**Run 1: clock distribution**

(4 px per um)
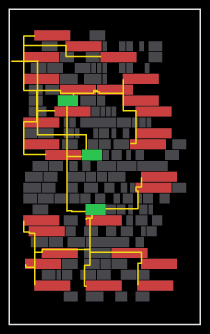
**Run 1: congestion heat map**

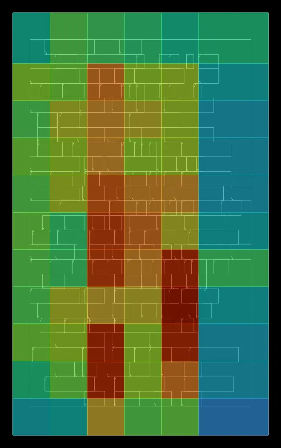
**Run 1: sequential cells grouped by signal name**

(8 px per um) Other sequential cells in the stronger gray, the rest of the logic in the fainter gray.
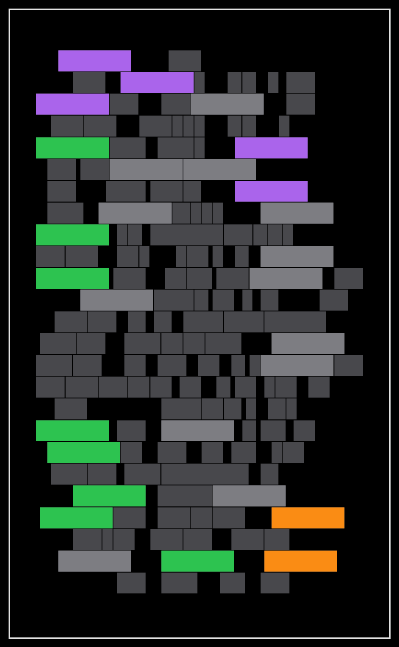
**Run 1: a small window of the routed layout**

Region (26, 10) to (46, 30) um. Cells in gray, sequential cells in the stronger gray; small squares are vias.
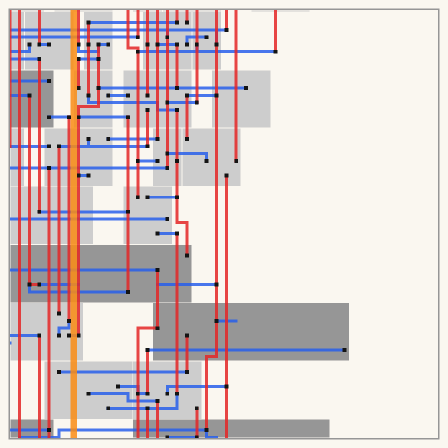
### src/rtl/e1_frame_sync.sv
// rtl/e1_frame_sync.sv - E1 frame alignment recovery (FAS/NFAS/FAS acquisition, loss check)
//
// Purpose: locates TS0 in a received E1 byte stream and tags each accepted
// byte with its timeslot number and frame parity.
//
// Ports:
//   clk         in   byte clock
//   rst         in   asynchronous active-high reset
//   din[7:0]    in   received byte
//   din_valid   in   din carries a byte this cycle
//   dout[7:0]   out  registered copy of the accepted byte
//   dout_valid  out  dout valid
//   ts_num[4:0] out  timeslot index of dout
//   frame_odd   out  0 = FAS frame, 1 = NFAS frame
//   in_sync     out  frame alignment held
//   frame_start out  pulse with TS0 of an FAS frame while in_sync
//   fas_err     out  pulse when an expected alignment word is wrong

module e1_frame_sync #(
    parameter logic [6:0] FAS_WORD     = 7'h1b,
    parameter int         TS_PER_FRAME = 32,
    parameter int         LOSS_THRESH  = 3
) (
    input  logic       clk,
    input  logic       rst,
    input  logic [7:0] din,
    input  logic       din_valid,
    output logic [7:0] dout,
    output logic       dout_valid,
    output logic [4:0] ts_num,
    output logic       frame_odd,
    output logic       in_sync,
    output logic       frame_start,
    output logic       fas_err
);

    localparam int         CW      = $clog2(LOSS_THRESH + 1);
    localparam logic [4:0] TS_LAST = 5'(TS_PER_FRAME - 1);

    typedef enum logic [1:0] {SEARCH, CHK_NFAS, CHK_FAS, SYNC} state_t;

    state_t          r_state;
    state_t          w_state_nxt;
    logic [4:0]      r_ts;
    logic            r_par;
    logic [CW-1:0]   r_cnt;
    logic [CW-1:0]   w_cnt_nxt;
    logic            w_err;

    logic            w_fas_ok;
    logic            w_nfas_ok;
    logic            w_hunt_hit;
    logic [4:0]      w_ts;
    logic            w_par;
    logic            w_ts0;
    logic            w_in_sync_nxt;
    logic            w_fs_nxt;

    assign w_fas_ok   = (din[6:0] == FAS_WORD);
    assign w_nfas_ok  = din[6];
    assign w_hunt_hit = (r_state == SEARCH) && w_fas_ok;

    // Position of the byte being accepted; a hunt hit redefines it as TS0 of an FAS frame.
    assign w_ts  = w_hunt_hit ? 5'd0 : r_ts;
    assign w_par = w_hunt_hit ? 1'b0 : r_par;
    assign w_ts0 = (w_ts == 5'd0);

    // State register
    always_ff @(posedge clk or posedge rst) begin
        if (rst) begin
            r_state <= SEARCH;
        end else begin
            r_state <= w_state_nxt;
        end
    end

    // Next-state logic; only TS0 bytes are examined outside SEARCH
    always_comb begin
        w_state_nxt = r_state;
        w_cnt_nxt   = r_cnt;
        w_err       = 1'b0;
        if (din_valid) begin
            case (r_state)
                SEARCH: begin
                    if (w_fas_ok) w_state_nxt = CHK_NFAS;
                end
                CHK_NFAS: begin
                    if (w_ts0 && w_par) begin
                        if (w_nfas_ok) begin
                            w_state_nxt = CHK_FAS;
                        end else begin
                            w_err       = 1'b1;
                            w_state_nxt = SEARCH;
                        end
                    end
                end
                CHK_FAS: begin
                    if (w_ts0 && !w_par) begin
                        if (w_fas_ok) begin
                            w_state_nxt = SYNC;
                        end else begin
                            w_err       = 1'b1;
                            w_state_nxt = SEARCH;
                        end
                    end
                end
                default: begin
                    if (w_ts0 && !w_par) begin
                        if (w_fas_ok) begin
                            w_cnt_nxt = '0;
                        end else begin
                            w_err = 1'b1;
                            if (r_cnt >= CW'(LOSS_THRESH - 1)) begin
                                w_state_nxt = SEARCH;
                                w_cnt_nxt   = '0;
                            end else begin
                                w_cnt_nxt = r_cnt + CW'(1);
                            end
                        end
                    end else if (w_ts0 && w_par && !w_nfas_ok) begin
                        // NFAS bit errors are flagged but never count toward loss
                        w_err = 1'b1;
                    end
                end
            endcase
        end
    end

    // Output decode: alignment status reflects the decision made on this byte
    always_comb begin
        w_in_sync_nxt = (w_state_nxt == SYNC);
        w_fs_nxt      = w_in_sync_nxt && w_ts0 && !w_par;
    end

    // Counters and registered outputs
    always_ff @(posedge clk or posedge rst) begin
        if (rst) begin
            r_ts        <= '0;
            r_par       <= 1'b0;
            r_cnt       <= '0;
            dout        <= '0;
            dout_valid  <= 1'b0;
            ts_num      <= '0;
            frame_odd   <= 1'b0;
            in_sync     <= 1'b0;
            frame_start <= 1'b0;
            fas_err     <= 1'b0;
        end else begin
            dout_valid  <= din_valid;
            frame_start <= din_valid && w_fs_nxt;
            fas_err     <= w_err;
            if (din_valid) begin
                dout      <= din;
                ts_num    <= w_ts;
                frame_odd <= w_par;
                in_sync   <= w_in_sync_nxt;
                r_cnt     <= w_cnt_nxt;
                if (w_ts == TS_LAST) begin
                    r_ts  <= '0;
                    r_par <= ~w_par;
                end else begin
                    r_ts  <= w_ts + 5'd1;
                    r_par <= w_par;
                end
            end
        end
    end

endmodule
### config.mk
export PLATFORM = sky130hd
export DESIGN_NAME = e1_frame_sync
export DESIGN_NICKNAME = d
export VERILOG_FILES = /design/src/rtl/e1_frame_sync.sv
export SDC_FILE = /design/constraint.sdc
export NUM_CORES = 1
export LEC_CHECK = 0
export CAP_MARGIN = 10
export CORE_ASPECT_RATIO = 1.75
export CORE_MARGIN = 3
export CORE_UTILIZATION = 45
export DETAILED_ROUTE_END_ITERATION = 10
export PLACE_DENSITY = 0.75
export SKIP_CTS_REPAIR_TIMING = 1
export SYNTH_ARGS = -nofsm -noshare
export SYNTH_HDL_FRONTEND = slang
export SYNTH_SLANG_ARGS = --single-unit
### constraint.sdc
create_clock -name clk -period 2.7 [get_ports clk]
set_clock_uncertainty 0.05 [all_clocks]
set_input_delay 0.54 -clock clk [delete_from_list [all_inputs] [get_ports clk]]
set_output_delay 0.54 -clock clk [all_outputs]
set_load 0.005 [all_outputs]
==> results_dict.tcl, run 1 <==
# place-and-route summary
set metrics [dict create \
    run_status "completed" \
    post_route_cell_area_um2 1860 \
    critPathTopFamily "simple AND/OR/NAND/NOR gates" \
    cts_tree "done" \
    crit-reg2reg-capture "frame_start" \
    detailedRoute.firstPassIterationCount 5 \
    crit_top_cell "sky130_fd_sc_hd__or4b_4" \
    place_worst_setup_slack_ps -478 \
    global_route.peak_usage_layer "met2" \
    buffer_area_share_pct 22.1 \
    synthesis.area_um2 1350 \
    core_area_um2 2780 \
    inverters_excl_clock 8 \
    worstPathMaxFanout 4 \
    worst_setup_path_end_kind "flip-flop" \
    n_clock_buffer 3 \
    dpl.hpwl_um 2230 \
    clock-sinks 28 \
    number_of_non_clock_buffers 43 \
    hold_crit_depth 1 \
    synth_area_leader_cell "sky130_fd_sc_hd__dfrtp_1" \
    synth.yosys.seq_area_share_pct 51.9 \
    ctsRootBufferMaster "sky130_fd_sc_hd__clkbuf_8" \
    slew_at_the_pin_closest_to_its_max_slew_limit_ps 370 \
    placement.cell_area_um2 1730 \
    layout_top_cell_excl_fill_tap "sky130_fd_sc_hd__dfrtp_1" \
    ys_async_sr_fraction_pct 100 \
    power_per_cell_area_nw_per_um2 821 \
    gpl.final_weighted_congestion 0.894 \
    edf_count 0 \
    worstPathBufferInverterCount 1 \
    criticalPathCategory "in -> reg" \
    initCoreUtil_pct 48.4 \
    tap-cell-count 27 \
    origin_of_the_worst_min_delay_path "dout[3]" \
    cts.path.max_buffers 2 \
    biggestCellCategory "flip-flops and latches" \
    placement.io_buffers 28 \
    routedWlPerCell_um 16.8 \
    first_global_vias 1153 \
    topCellsByArea "sky130_fd_sc_hd__dfrtp_1 (52%), sky130_fd_sc_hd__mux2_2 (13%), sky130_fd_sc_hd__ha_1 (2.8%), sky130_fd_sc_hd__nand2_1 (2.8%), sky130_fd_sc_hd__inv_1 (2.2%)" \
    syn-num-nets 130 \
    synth_warnings 0 \
    ios 29 \
    num_rows 25 \
    netlist-cell-type-count 36 \
    global_route.overflow_total 0 \
    multiInputGateArea_um2 613 \
    global_route.usage.total_pct 19.1 \
    cells_traversed_along_the_worst_timing_path "dlymetal6s2s_1 > nor3b_4 > nand3_2 > nand2_2 > ha_4 > or4b_4 > or4b_4 > o311a_4 > o21ai_2 > and3b_1" \
    share_seq_of_total_power_pct 42.6 \
    fin_util_pct 66.8 \
    slew_limit_headroom_pct 75.2 \
    flop_cell "sky130_fd_sc_hd__dfrtp_1" \
    worstSetupStartpoint "din[6]" \
    area_delta_synth_final_pct 37.8 \
    worst_ep_required_time_ps 2860 \
    ff2ff_path_depth 9 \
    share_comb_of_total_power_pct 36.1 \
    sh_comb_area_pct 33.0 \
    timing.critical_path.slowest_stage_cell "sky130_fd_sc_hd__or4b_4" \
    worstHoldPathType "reg -> reg" \
    worst_ir_drop_vdd_uv 592 \
    final_max_slew_violation_count 0 \
    clock_buf_inv_share_pct 3.84 \
    timing.hold.ws_ps 468 \
    die_width_um 47.4 \
    leakagePower_nw 0.897 \
    critical_path_cell_count 10 \
    synth_flop_count 28 \
    yosys_stat_cell_total 116 \
    die_height_um 78.4 \
    antenna_found_initial 0 \
    cp-start-kind "primary input" \
    timing.critical_path.arrival_ps 2810 \
    cts.reportedPaths.clkPinSlew_ps 90 \
    p_int_mw 1.05 \
    chip_area_um2 3720 \
    timing.max_cap.violations 0 \
    power.share.switching_pct 31.2 \
    num_vias 1046 \
    layout.comb_gates.multi_input 74 \
    postSynthAreaPerCell_um2 11.6 \
    r2r_setup_slack_ps 90 \
    mostFrequentLayoutCells "sky130_fd_sc_hd__dfrtp_1 (28), sky130_fd_sc_hd__clkdlybuf4s50_1 (21), sky130_fd_sc_hd__mux2_2 (16)" \
    yosys-top-cells-count "sky130_fd_sc_hd__dfrtp_1 (28), sky130_fd_sc_hd__mux2_2 (16), sky130_fd_sc_hd__nand2_1 (10)" \
    fmax_mhz 378 \
    fillers 215 \
    cts-htree-levels 1 \
    postRouteAntennaNets 0 \
    first_pass_grt_wire_length_um 5190 \
    portion_of_synthesized_cell_area_occupied_by_the_leading_cell_type_pct 51.9 \
    finalWorstPathRequiredPeriod_ps 2650 \
    post-route-period-util_pct 98.0 \
    pin_count_of_the_biggest_net_entering_global_routing 29 \
    final-setup-viol-count 0 \
    worst_setup_path_endpoint "frame_start" \
    synthesis.instances 116 \
    post_route_cells_drive_above_1_share_pct 31.8 \
    drc 0 \
    drtIter0Drc 14 \
    smallest_setup_slack_after_layout_ps 54.7 \
    total_switching_power_mw 0.476 \
    grt.met3_usage_pct 3.44 \
]
Notes on 'clock distribution' above:
[yellow] clock wires | length: 306 um
[green] clock-net drivers | count: 3
[red] flip-flops | count: 28
routed clock nets	4
later-pin clock latency in the skew report: 270 ps
clock network fraction of total power: 21.3%

Notes on 'congestion heat map' above:
GRT met2 Usage: 33.5%
global routing met1 resource utilization: 21.0%

Notes on 'sequential cells grouped by signal name' above:
color	name in the netlist	placed flops
purple	ts_num	5
green	dout	8
orange	r_cnt	2
sequential logic power: 0.650 mW
total area of sequential cells: 701 um^2
fraction of area in registers: 37.7%

Notes on 'a small window of the routed layout' above:
color	layer
red	M2
orange	M4
blue	M1
netlist names of flops here include	r_cnt (1), r_state (1)
sequential cells in the window	2
cells with their middle in the window	16
most frequent	mux2_2 (2), nor2_1 (2), dfrtp_1 (2)

## run 1: per-layer routing
layer | wire length [um] | vias to the layer above
met2 | 1760 | 31
li1 | - | 496
met5 | 0 | -
met4 | 86 | 0
met1 | 1120 | 510
met3 | 119 | 9
## run 1: sequential cells by signal, summed over array words and instances (netlist names)
register / count
frame_start: 1
dout_valid: 1
r_par: 1
in_sync: 1
frame_odd: 1
r_ts: 5
fas_err: 1
ts_num: 5
dout: 8
r_cnt: 2
r_state: 2
## run 1: cell families (layout without fill, tap and decap cells)
kind of cell             after synthesis  count (layout)  share of synthesized area [%]
adder cells (fa/ha/maj)                3               3                           2.78
AND/OR/NAND/NOR                       35              35                           14.3
flip-flops                            28              28                           51.9
buffers and inverters                 14              55                           7.05
AND-OR/OR-AND                         20              20                           10.6
multiplexers                          16              16                           13.4
## run 1: power groups by stage
| stage | combinational (mW) | clock (mW) | sequential [mW] |
|---|---|---|---|
| 2_1_floorplan | 0.352 | 0 | 0.625 |
| 3_3_place_gp | 0.507 | 0 | 0.644 |
| 3_5_place_dp | 0.534 | 0 | 0.650 |
| 4_1_cts | 0.543 | 0.334 | 0.643 |
| 5_1_grt | 0.609 | 0.347 | 0.667 |
| 6_report | 0.550 | 0.325 | 0.650 |
## run 1: per-stage QoR
stage / cells / setup TNS [ps] / power (mW)
floorplan: 116 / -42.2 / 0.977
global placement: 179 / -2110 / 1.15
detailed placement: 179 / -2510 / 1.18
CTS: 183 / -851 / 1.52
global route: 184 / 0 / 1.62
finish: 184 / 0 / 1.53
**Run 1: metal layers overlaid**

(6 px per um)
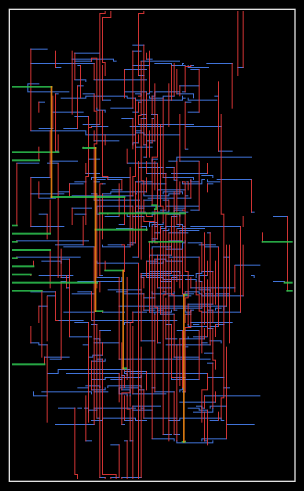

==> run 2: changes to the inputs <==
- REMOVE_ABC_BUFFERS: default -> 1
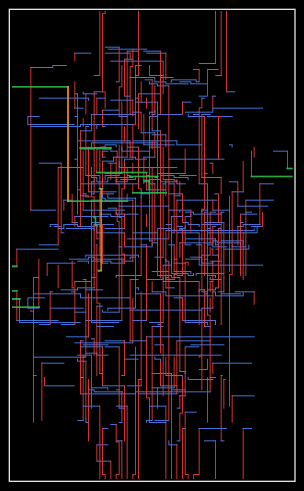
**Above:** run 2 (metal layers overlaid).
(6 px per um)
color	layer	wire length
orange	M4	32.6 um
green	M3	61.5 um
blue	M1	1110 um
red	M2	1770 um
wire length reported by the detailed router: 2980 um
Tot GR Track Use: 17.7%
wire length per cell after detailed routing: 16.2 um

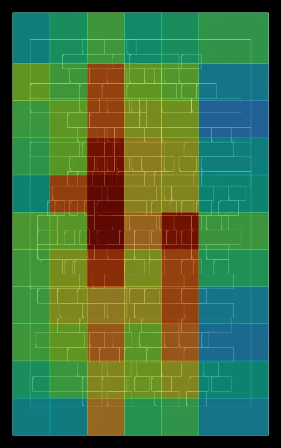
**Above:** run 2 (congestion heat map).
layer with the highest usage: met2
GRT met2 Usage: 30.8%

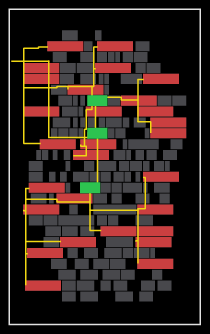
**Above:** run 2 (clock distribution).
(4 px per um)
[yellow] clock wires | length: 291 um
[green] clock-net drivers | count: 3
[red] flip-flops | count: 28
routed clock nets	4
clock network power: 0.322 mW
clock network fraction of total power: 21.0%

==> run 2 against run 1 <==
Synthesized area stayed put. Final cell count stayed put. Combinational power is 2% higher. Via count is 1.3% lower.
==> results_dict.tcl, run 2 <==
# place-and-route summary
set metrics [dict create \
    initCoreUtil_pct 48.4 \
    detailedRoute.firstPassIterationCount 4 \
    num_rows 25 \
    ff2ff_path_depth 9 \
    mux_share_pct 13.4 \
    timing.critical_path.arrival_ps 2780 \
    crit_top_cell "sky130_fd_sc_hd__or4b_4" \
    timing.max_cap.violations 0 \
    fillers 217 \
    cts_tree "done" \
    crit_path_max_incr_delay_ps 500 \
    ctsRootBufferMaster "sky130_fd_sc_hd__clkbuf_8" \
    clock-sinks 28 \
    postRouteAntennaNets 0 \
    die_width_um 47.4 \
    first_pass_grt_wire_length_um 4890 \
    slew_limit_headroom_pct 73.1 \
    topCellsByArea "sky130_fd_sc_hd__dfrtp_1 (52%), sky130_fd_sc_hd__mux2_2 (13%), sky130_fd_sc_hd__ha_1 (2.8%), sky130_fd_sc_hd__nand2_1 (2.8%), sky130_fd_sc_hd__inv_1 (2.2%)" \
    power_per_cell_area_nw_per_um2 821 \
    cts.reportedPaths.clkPinSlew_ps 90 \
    criticalPathCategory "in -> reg" \
    placement.io_buffers 28 \
    global_route.overflow_total 0 \
    edf_count 0 \
    final-setup-viol-count 0 \
    num_vias 1032 \
    pin_count_of_the_biggest_net_entering_global_routing 29 \
    timing_hold_violations_final 0 \
    leakagePower_nw 0.905 \
    ios 29 \
    antenna_found_initial 0 \
    postSynthAreaPerCell_um2 11.6 \
    share_comb_of_total_power_pct 36.8 \
    crit-reg2reg-capture "frame_start" \
    critical_path.reg2reg.startpoint "r_state[1]" \
    yosys_stat_cell_total 116 \
    drtIter0Drc 61 \
    adder_share_pct 2.78 \
    nets 172 \
    total_power_mw 1.53 \
    r2r_setup_slack_ps 120 \
    total_switching_power_mw 0.465 \
    flop_cell "sky130_fd_sc_hd__dfrtp_1" \
    synth_top_cell_by_count "sky130_fd_sc_hd__dfrtp_1" \
    post-route-period-util_pct 96.9 \
    gpl.final_weighted_congestion 0.856 \
    synth_warnings 0 \
    critPathTopFamily "simple AND/OR/NAND/NOR gates" \
    yosys_area_um2 1350 \
    layout_top_registers "dout x8, r_ts x5, ts_num x5" \
    ys_async_sr_fraction_pct 100 \
    warnings 26 \
    antenna_diode_count 0 \
    final_max_slew_violation_count 0 \
    drc 0 \
    timing.critical_path.slowest_stage_cell "sky130_fd_sc_hd__or4b_4" \
    yosys-top-cells-count "sky130_fd_sc_hd__dfrtp_1 (28), sky130_fd_sc_hd__mux2_2 (16), sky130_fd_sc_hd__nand2_1 (10)" \
    core_area_um2 2780 \
    place.detailed.instances 178 \
    post_route_cells_drive_above_1_share_pct 31.2 \
    dpl.hpwl_um 2090 \
    synthesis.area_um2 1350 \
    worst_ep_required_time_ps 2870 \
    largest_register_ffs 8 \
    synthesis.instances 116 \
    synth_area_leader_cell "sky130_fd_sc_hd__dfrtp_1" \
    seq_power_mw 0.645 \
    synth_flop_count 28 \
    aggregate_negative_setup_slack_ps 0 \
    worstHoldPathType "reg -> reg" \
    portion_of_synthesized_cell_area_occupied_by_the_leading_cell_type_pct 51.9 \
    worst_ir_drop_vdd_uv 478 \
    netlist-cell-type-count 36 \
    die_height_um 78.4 \
    finalWorstPathRequiredPeriod_ps 2620 \
    cts.path.max_buffers 2 \
    mostFrequentLayoutCells "sky130_fd_sc_hd__dfrtp_1 (28), sky130_fd_sc_hd__clkdlybuf4s50_1 (21), sky130_fd_sc_hd__mux2_2 (15), sky130_fd_sc_hd__buf_4 (15)" \
    non_filler_instance_count_after_layout 184 \
    ys_sh_xor_pct 0 \
    timing.hold.ws_ps 465 \
    cp-start-kind "primary input" \
    fmax_mhz 382 \
    worst_setup_path_endpoint "frame_start" \
    power.share.switching_pct 30.4 \
    power.group.top "sequential cells" \
    regMostFlops "dout" \
    detail_route.vias_per_cell 5.61 \
    run_status "completed" \
    worstPathMaxFanout 3 \
    post_synth_and_or_nand_nor_area_fraction_pct 14.3 \
    yosys.area_share.aoi_pct 10.6 \
    layout_top_cell_excl_fill_tap "sky130_fd_sc_hd__dfrtp_1" \
    synth.yosys.seq_area_share_pct 51.9 \
    combinationalPower_mw 0.563 \
    cells_traversed_along_the_worst_timing_path "dlymetal6s2s_1 > and4b_1 > nand3_2 > nand2_2 > ha_4 > or4b_4 > or4b_4 > o311a_4 > o21ai_2 > and3b_1" \
    worstPathBufferInverterCount 1 \
    worst_setup_path_end_kind "flip-flop" \
    clk_latency_ps 270 \
    chip_area_um2 3720 \
    cts_inserted_buffers 3 \
    slew_at_the_pin_closest_to_its_max_slew_limit_ps 401 \
    critical_path_cell_count 10 \
    share_seq_of_total_power_pct 42.2 \
    cts-htree-levels 1 \
    first_global_vias 1077 \
    netlist_logic_family_top "simple AND/OR/NAND/NOR gates" \
    worstSetupStartpoint "din[2]" \
    p_int_mw 1.06 \
    area_delta_synth_final_pct 38.0 \
]
[run 2: routing by layer]
metal,up-vias,wire [um],GRT usage (%)
met1,508,1110,21.1
met5,-,0,0
li1,499,-,-
met2,21,1770,30.8
met3,4,61,2.06
met4,0,32,6.09
[run 2: how the worst min path moves through the flow]
| stage | from | end | slack [ps] | cells past startpoint |
|---|---|---|---|---|
| 2_1_floorplan | r_cnt[0] | r_cnt[1] | 420 | 1 |
| 3_3_place_gp | ts_num[4] | ts_num[4] | 440 | 1 |
| 3_5_place_dp | ts_num[0] | ts_num[0] | 450 | 1 |
| 4_1_cts | ts_num[0] | ts_num[0] | 470 | 1 |
| 5_1_grt | ts_num[4] | ts_num[4] | 490 | 1 |
| 6_report | ts_num[0] | ts_num[0] | 460 | 1 |
[run 2: area by class of cell]
cell class              count  area (um^2)  area share (%)
repair buffers             43          410            22.0
clock buffers               3         41.3            2.22
flip-flops and latches     28          701            37.6
inverters                   8         30.0            1.61
clock inverters             1         30.0            1.61
multi-input cells          74          616            33.1
well taps                  27         33.8            1.81
[run 2: stage by stage]
stage | utilization [%] | instance area, um^2 | setup slack [ps]
4_1_cts | 63.5 | 1770 | -360
2_1_floorplan | - | 1280 | -191
6_report | 66.9 | 1860 | 82.6
5_1_grt | 66.9 | 1860 | -15.5
3_5_place_dp | 60.9 | 1700 | -631
3_3_place_gp | 60.9 | 1700 | -560
[run 2: kinds of logic (layout without fill, tap and decap cells)]
| family | Yosys count | after routing |
|---|---|---|
| AND/OR/NAND/NOR | 35 | 35 |
| multiplexers | 16 | 16 |
| adder cells (fa/ha/maj) | 3 | 3 |
| buffers and inverters | 14 | 55 |
| flip-flops | 28 | 28 |
| AND-OR/OR-AND | 20 | 20 |
Power figures rest on the tool's default switching activity, not on a simulated workload.
